File: src/rtl/ga_term_if.sv
// ga_term_if: tick/best inputs and run-status outputs between the GA pipeline and ga_term_ctrl.
interface ga_term_if #(
  parameter int FIT_WIDTH   = 27,
  parameter int CHROM_WIDTH = 8,
  parameter int GEN_WIDTH   = 16,
  parameter int STALL_WIDTH = 8
);
  logic                   start;
  logic                   gen_tick;
  logic [FIT_WIDTH-1:0]   best_fit;
  logic [CHROM_WIDTH-1:0] best;
  logic                   ga_enable;
  logic                   done;
  logic [1:0]             done_reason;
  logic [GEN_WIDTH-1:0]   gen_count;
  logic [STALL_WIDTH-1:0] stall_count;
  logic [FIT_WIDTH-1:0]   result_fit;
  logic [CHROM_WIDTH-1:0] result_chrom;
`ifdef GA_TARGET_FIT_EN
  logic [FIT_WIDTH-1:0]   target_fit;
  logic                   target_valid;
  modport master (output start, gen_tick, best_fit, best, target_fit, target_valid,
                  input ga_enable, done, done_reason, gen_count, stall_count, result_fit, result_chrom);
  modport slave  (input start, gen_tick, best_fit, best, target_fit, target_valid,
                  output ga_enable, done, done_reason, gen_count, stall_count, result_fit, result_chrom);
`else
  modport master (output start, gen_tick, best_fit, best,
                  input ga_enable, done, done_reason, gen_count, stall_count, result_fit, result_chrom);
  modport slave  (input start, gen_tick, best_fit, best,
                  output ga_enable, done, done_reason, gen_count, stall_count, result_fit, result_chrom);
`endif
endinterface

File: src/rtl/ga_term_ctrl.sv
// ga_term_ctrl: GA run controller stopping on max generations or stall; GA_TARGET_FIT_EN adds target-fitness stop.
module ga_term_ctrl #(
  parameter int FIT_WIDTH   = 27,
  parameter int CHROM_WIDTH = 8,
  parameter int GEN_WIDTH   = 16,
  parameter int MAX_GEN     = 1000,
  parameter int STALL_WIDTH = 8,
  parameter int STALL_LIMIT = 64
) (
  input logic clk,
  input logic reset,
  ga_term_if.slave bus
);
  typedef enum logic [1:0] {IDLE, RUN, DONE} state_t;
  state_t state;
  logic [GEN_WIDTH-1:0] gen_nx;
  logic [STALL_WIDTH-1:0] stall_nx;
  logic improve, hit_tgt;
  logic [1:0] reason_nx;
  always_comb begin
    gen_nx = bus.gen_count + 1'b1;
    improve = bus.best_fit > bus.result_fit;
    stall_nx = improve ? '0 : (&bus.stall_count ? bus.stall_count : bus.stall_count + 1'b1);
`ifdef GA_TARGET_FIT_EN
    hit_tgt = bus.target_valid && bus.best_fit >= bus.target_fit;
`else
    hit_tgt = 1'b0;
`endif
    reason_nx = hit_tgt ? 2'd3 :
                gen_nx == GEN_WIDTH'(MAX_GEN) ? 2'd1 :
                stall_nx == STALL_WIDTH'(STALL_LIMIT) ? 2'd2 : 2'd0;
  end
  always_ff @(posedge clk) begin
    if (reset) begin
      state <= IDLE;
      bus.ga_enable <= 1'b0;
      bus.done <= 1'b0;
      bus.done_reason <= '0;
      bus.gen_count <= '0;
      bus.stall_count <= '0;
      bus.result_fit <= '0;
      bus.result_chrom <= '0;
    end else if (state == RUN) begin
      if (bus.gen_tick) begin
        bus.gen_count <= gen_nx;
        bus.stall_count <= stall_nx;
        if (improve) begin
          bus.result_fit <= bus.best_fit;
          bus.result_chrom <= bus.best;
        end
        if (reason_nx != 2'd0) begin
          state <= DONE;
          bus.done <= 1'b1;
          bus.ga_enable <= 1'b0;
          bus.done_reason <= reason_nx;
        end
      end
    end else if (bus.start) begin
      state <= RUN;
      bus.ga_enable <= 1'b1;
      bus.done <= 1'b0;
      bus.done_reason <= '0;
      bus.gen_count <= '0;
      bus.stall_count <= '0;
      bus.result_fit <= '0;
      bus.result_chrom <= '0;
    end
  end
endmodule
File: src/flat_wrapper.sv
// flat-port wrapper written by rule: the top's interface ports become plain ports
module ga_term_ctrl_flat 
#(
  parameter int FIT_WIDTH   = 27,
  parameter int CHROM_WIDTH = 8,
  parameter int GEN_WIDTH   = 16,
  parameter int MAX_GEN     = 1000,
  parameter int STALL_WIDTH = 8,
  parameter int STALL_LIMIT = 64
)
  (clk, reset, bus_start, bus_gen_tick, bus_best_fit, bus_best, bus_ga_enable, bus_done, bus_done_reason, bus_gen_count, bus_stall_count, bus_result_fit, bus_result_chrom);
  ga_term_if #(.FIT_WIDTH(FIT_WIDTH), .CHROM_WIDTH(CHROM_WIDTH), .GEN_WIDTH(GEN_WIDTH), .STALL_WIDTH(STALL_WIDTH)) bus_i ();
  input logic clk;
  input logic reset;
  input wire logic [$bits(bus_i.start)-1:0] bus_start;
  input wire logic [$bits(bus_i.gen_tick)-1:0] bus_gen_tick;
  input wire logic [$bits(bus_i.best_fit)-1:0] bus_best_fit;
  input wire logic [$bits(bus_i.best)-1:0] bus_best;
  output wire logic [$bits(bus_i.ga_enable)-1:0] bus_ga_enable;
  output wire logic [$bits(bus_i.done)-1:0] bus_done;
  output wire logic [$bits(bus_i.done_reason)-1:0] bus_done_reason;
  output wire logic [$bits(bus_i.gen_count)-1:0] bus_gen_count;
  output wire logic [$bits(bus_i.stall_count)-1:0] bus_stall_count;
  output wire logic [$bits(bus_i.result_fit)-1:0] bus_result_fit;
  output wire logic [$bits(bus_i.result_chrom)-1:0] bus_result_chrom;
  assign bus_i.start = bus_start;
  assign bus_i.gen_tick = bus_gen_tick;
  assign bus_i.best_fit = bus_best_fit;
  assign bus_i.best = bus_best;
  assign bus_ga_enable = bus_i.ga_enable;
  assign bus_done = bus_i.done;
  assign bus_done_reason = bus_i.done_reason;
  assign bus_gen_count = bus_i.gen_count;
  assign bus_stall_count = bus_i.stall_count;
  assign bus_result_fit = bus_i.result_fit;
  assign bus_result_chrom = bus_i.result_chrom;
  ga_term_ctrl #(.FIT_WIDTH(FIT_WIDTH), .CHROM_WIDTH(CHROM_WIDTH), .GEN_WIDTH(GEN_WIDTH), .MAX_GEN(MAX_GEN), .STALL_WIDTH(STALL_WIDTH), .STALL_LIMIT(STALL_LIMIT)) u_core (.clk(clk), .reset(reset), .bus(bus_i));
endmodule
File: config.mk
export PLATFORM = sky130hd
export DESIGN_NAME = ga_term_ctrl_flat
export DESIGN_NICKNAME = d
export VERILOG_FILES = /design/src/rtl/ga_term_if.sv /design/src/rtl/ga_term_ctrl.sv /design/src/flat_wrapper.sv
export SDC_FILE = /design/constraint.sdc
export NUM_CORES = 1
export LEC_CHECK = 0
export CORE_ASPECT_RATIO = 0.5
export CORE_UTILIZATION = 44
export CTS_BUF_LIST = sky130_fd_sc_hd__clkbuf_4 sky130_fd_sc_hd__clkbuf_8 sky130_fd_sc_hd__clkbuf_16
export DETAILED_ROUTE_END_ITERATION = 7
export PLACE_DENSITY = 0.85
export SLEW_MARGIN = 20
export SYNTH_ARGS = -nofsm -noshare
export SYNTH_HDL_FRONTEND = slang
export SYNTH_SLANG_ARGS = --single-unit
File: constraint.sdc
create_clock -name clk -period 2.4 [get_ports clk]
set_input_delay 0.48 -clock clk [delete_from_list [all_inputs] [get_ports clk]]
set_output_delay 0.48 -clock clk [all_outputs]
set_load 0.02 [all_outputs]
**Clock wiring as the flow saved it**

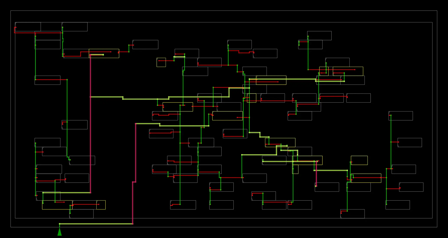
P_clk: 1.25 mW
clk_skew: 0.0103 ns
clk latency late pin: 0.34 ns
flop count: 63

**A small window of the routed layout**

Region (13, 26) to (53, 66) microns. Cells in gray, sequential cells in the stronger gray; small squares are vias.
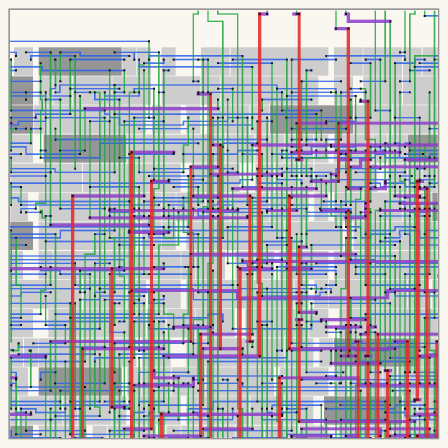
Key: met4 = red; met2 = green; met1 = blue; met3 = purple
Netlist names of flops here include u_core.bus.result_fit (5), u_core.bus.result_chrom (1). 135 logic cells have their middle in the window. Sequential cells in the window: 6. Most frequent: buf_4 (20), nand2_1 (18), o21ai_1 (12).

==> impl_metrics.env <==
# physical design summary
export IMPL_internal_power_mw=2.10
export IMPL_clkbuf_count=14
export IMPL_compound_area_share_pct=21.6
export IMPL_comb_power_mw=0.616
export IMPL_fp_util_pct=47.5
export IMPL_timing_critical_path_mode_cell="buf_6"
export IMPL_power_top_group="clock"
export IMPL_p_per_area_nw_per_um2=473
export IMPL_grt_use_met1_pct=34.4
export IMPL_die_width_microns=130
export IMPL_leakagePower_nw=2.19
export IMPL_drive_gt1_share_pct=31.7
export IMPL_use_met3_pct=8.74
export IMPL_gr_total_overflow=0
export IMPL_dp_hpwl_mm=6.98
export IMPL_sw_frac_of_total_pct=28.5
export IMPL_cts_sinks=63
export IMPL_cts_tree="built"
export IMPL_report_final_slew_viol_count=0
export IMPL_p_sw_mw=0.838
export IMPL_fmax_ghz=0.343
export IMPL_startpoint_type="flip-flop"
export IMPL_status="finished with violations"
export IMPL_area_growth_pct=72.0
export IMPL_syn_nets=534
export IMPL_fin_ws_ns=-0.513
export IMPL_p_comb_share_pct=21.0
export IMPL_met1_length_mm=6.34
export IMPL_finalNetCount=686
export IMPL_clk_share_pct=4.40
export IMPL_layout_top_cell="clkdlybuf4s50_1"
export IMPL_drc=0
export IMPL_seq_area_sq_um=1280
export IMPL_setup_viol=47
export IMPL_synthArstFlopShare_pct=0
export IMPL_syn_instance_count=465
export IMPL_ys_types=53
export IMPL_signal_buffers=169
export IMPL_drv_cap=0
export IMPL_slew_headroom_pct=60.0
export IMPL_top_register="u_core.bus.result_fit"
export IMPL_warning_count=28
export IMPL_synth_xor_area_share_pct=0.968
export IMPL_max_stage_delay_ns=0.54
export IMPL_crit_arrival_ns=3.14
export IMPL_antenna_found_initial=0
export IMPL_violations="setup timing"
export IMPL_finalSetupTns_ns=-15.32
export IMPL_wl_met3_mm=1.88
export IMPL_mi_logic_area_sq_um=2710
==> cells in the mapped netlist (2+ instances only) <==
master,instances
a22oi_1,4
nor2b_1,3
nand3b_1,5
nor2_1,35
a21oi_1,27
a211oi_1,2
clkbuf_1,16
and2_1,3
and3_1,5
a311oi_1,8
o21ai_0,36
nand2_1,58
nor4_1,2
clkbuf_2,3
o22ai_1,2
dfxtp_1,63
buf_2,8
nand3_1,38
a31oi_1,18
buf_4,2
nor3_2,2
inv_1,31
nor4b_1,2
nand4_1,7
nor3_1,10
ha_1,30
or2_2,2
nand2b_1,4
o211ai_1,2
a22o_1,11
nand4b_1,2
xnor2_1,3
==> timing repair <==
action | 4_1_cts | 5_1_grt
buffers inserted | 11 | 8
hold buffers | 0 | 0
pin swaps | 25 | 42
cloned | 4 | 6
gates resized | 67 | 132
endpoints found under the setup margin | 47 | 47
==> worst register-to-register path, stage by stage (launching register included) <==
cell and delay (ns):
dfxtp_2 0.36, inv_1 0.09, ha_4 0.24, nand4_1 0.20, nor2_1 0.10, a222oi_1 0.54, o21ai_1 0.27, o21ai_4 0.26
buf_6 0.14, buf_6 0.12, nand3_1 0.16, a211oi_1 0.34
==> final timing paths <==
check,from,endpoint,cells after the start
hold / removal,bus_best_fit[22],u_core.bus.result_fit[22],3
setup / recovery,u_core.bus.result_fit[24],u_core.bus.done_reason[1],11
hold reg to reg,u_core.bus.result_chrom[7],u_core.bus.result_chrom[7],2
setup reg to reg,u_core.bus.result_fit[24],u_core.bus.done_reason[1],11
==> stage by stage <==
stage,power (mW),std cells,instance area (sq um),setup WS (ns)
final,2.94,731,6220,-0.513
after global routing,3.00,729,6220,-0.497
after CTS,2.75,715,5620,0.00106
after detailed placement,1.47,686,4950,-0.705
after global placement,1.46,686,4950,-0.680
after floorplan,1.30,465,3620,0.0443
No activity file was given, so power comes from the tool's default toggle rates.
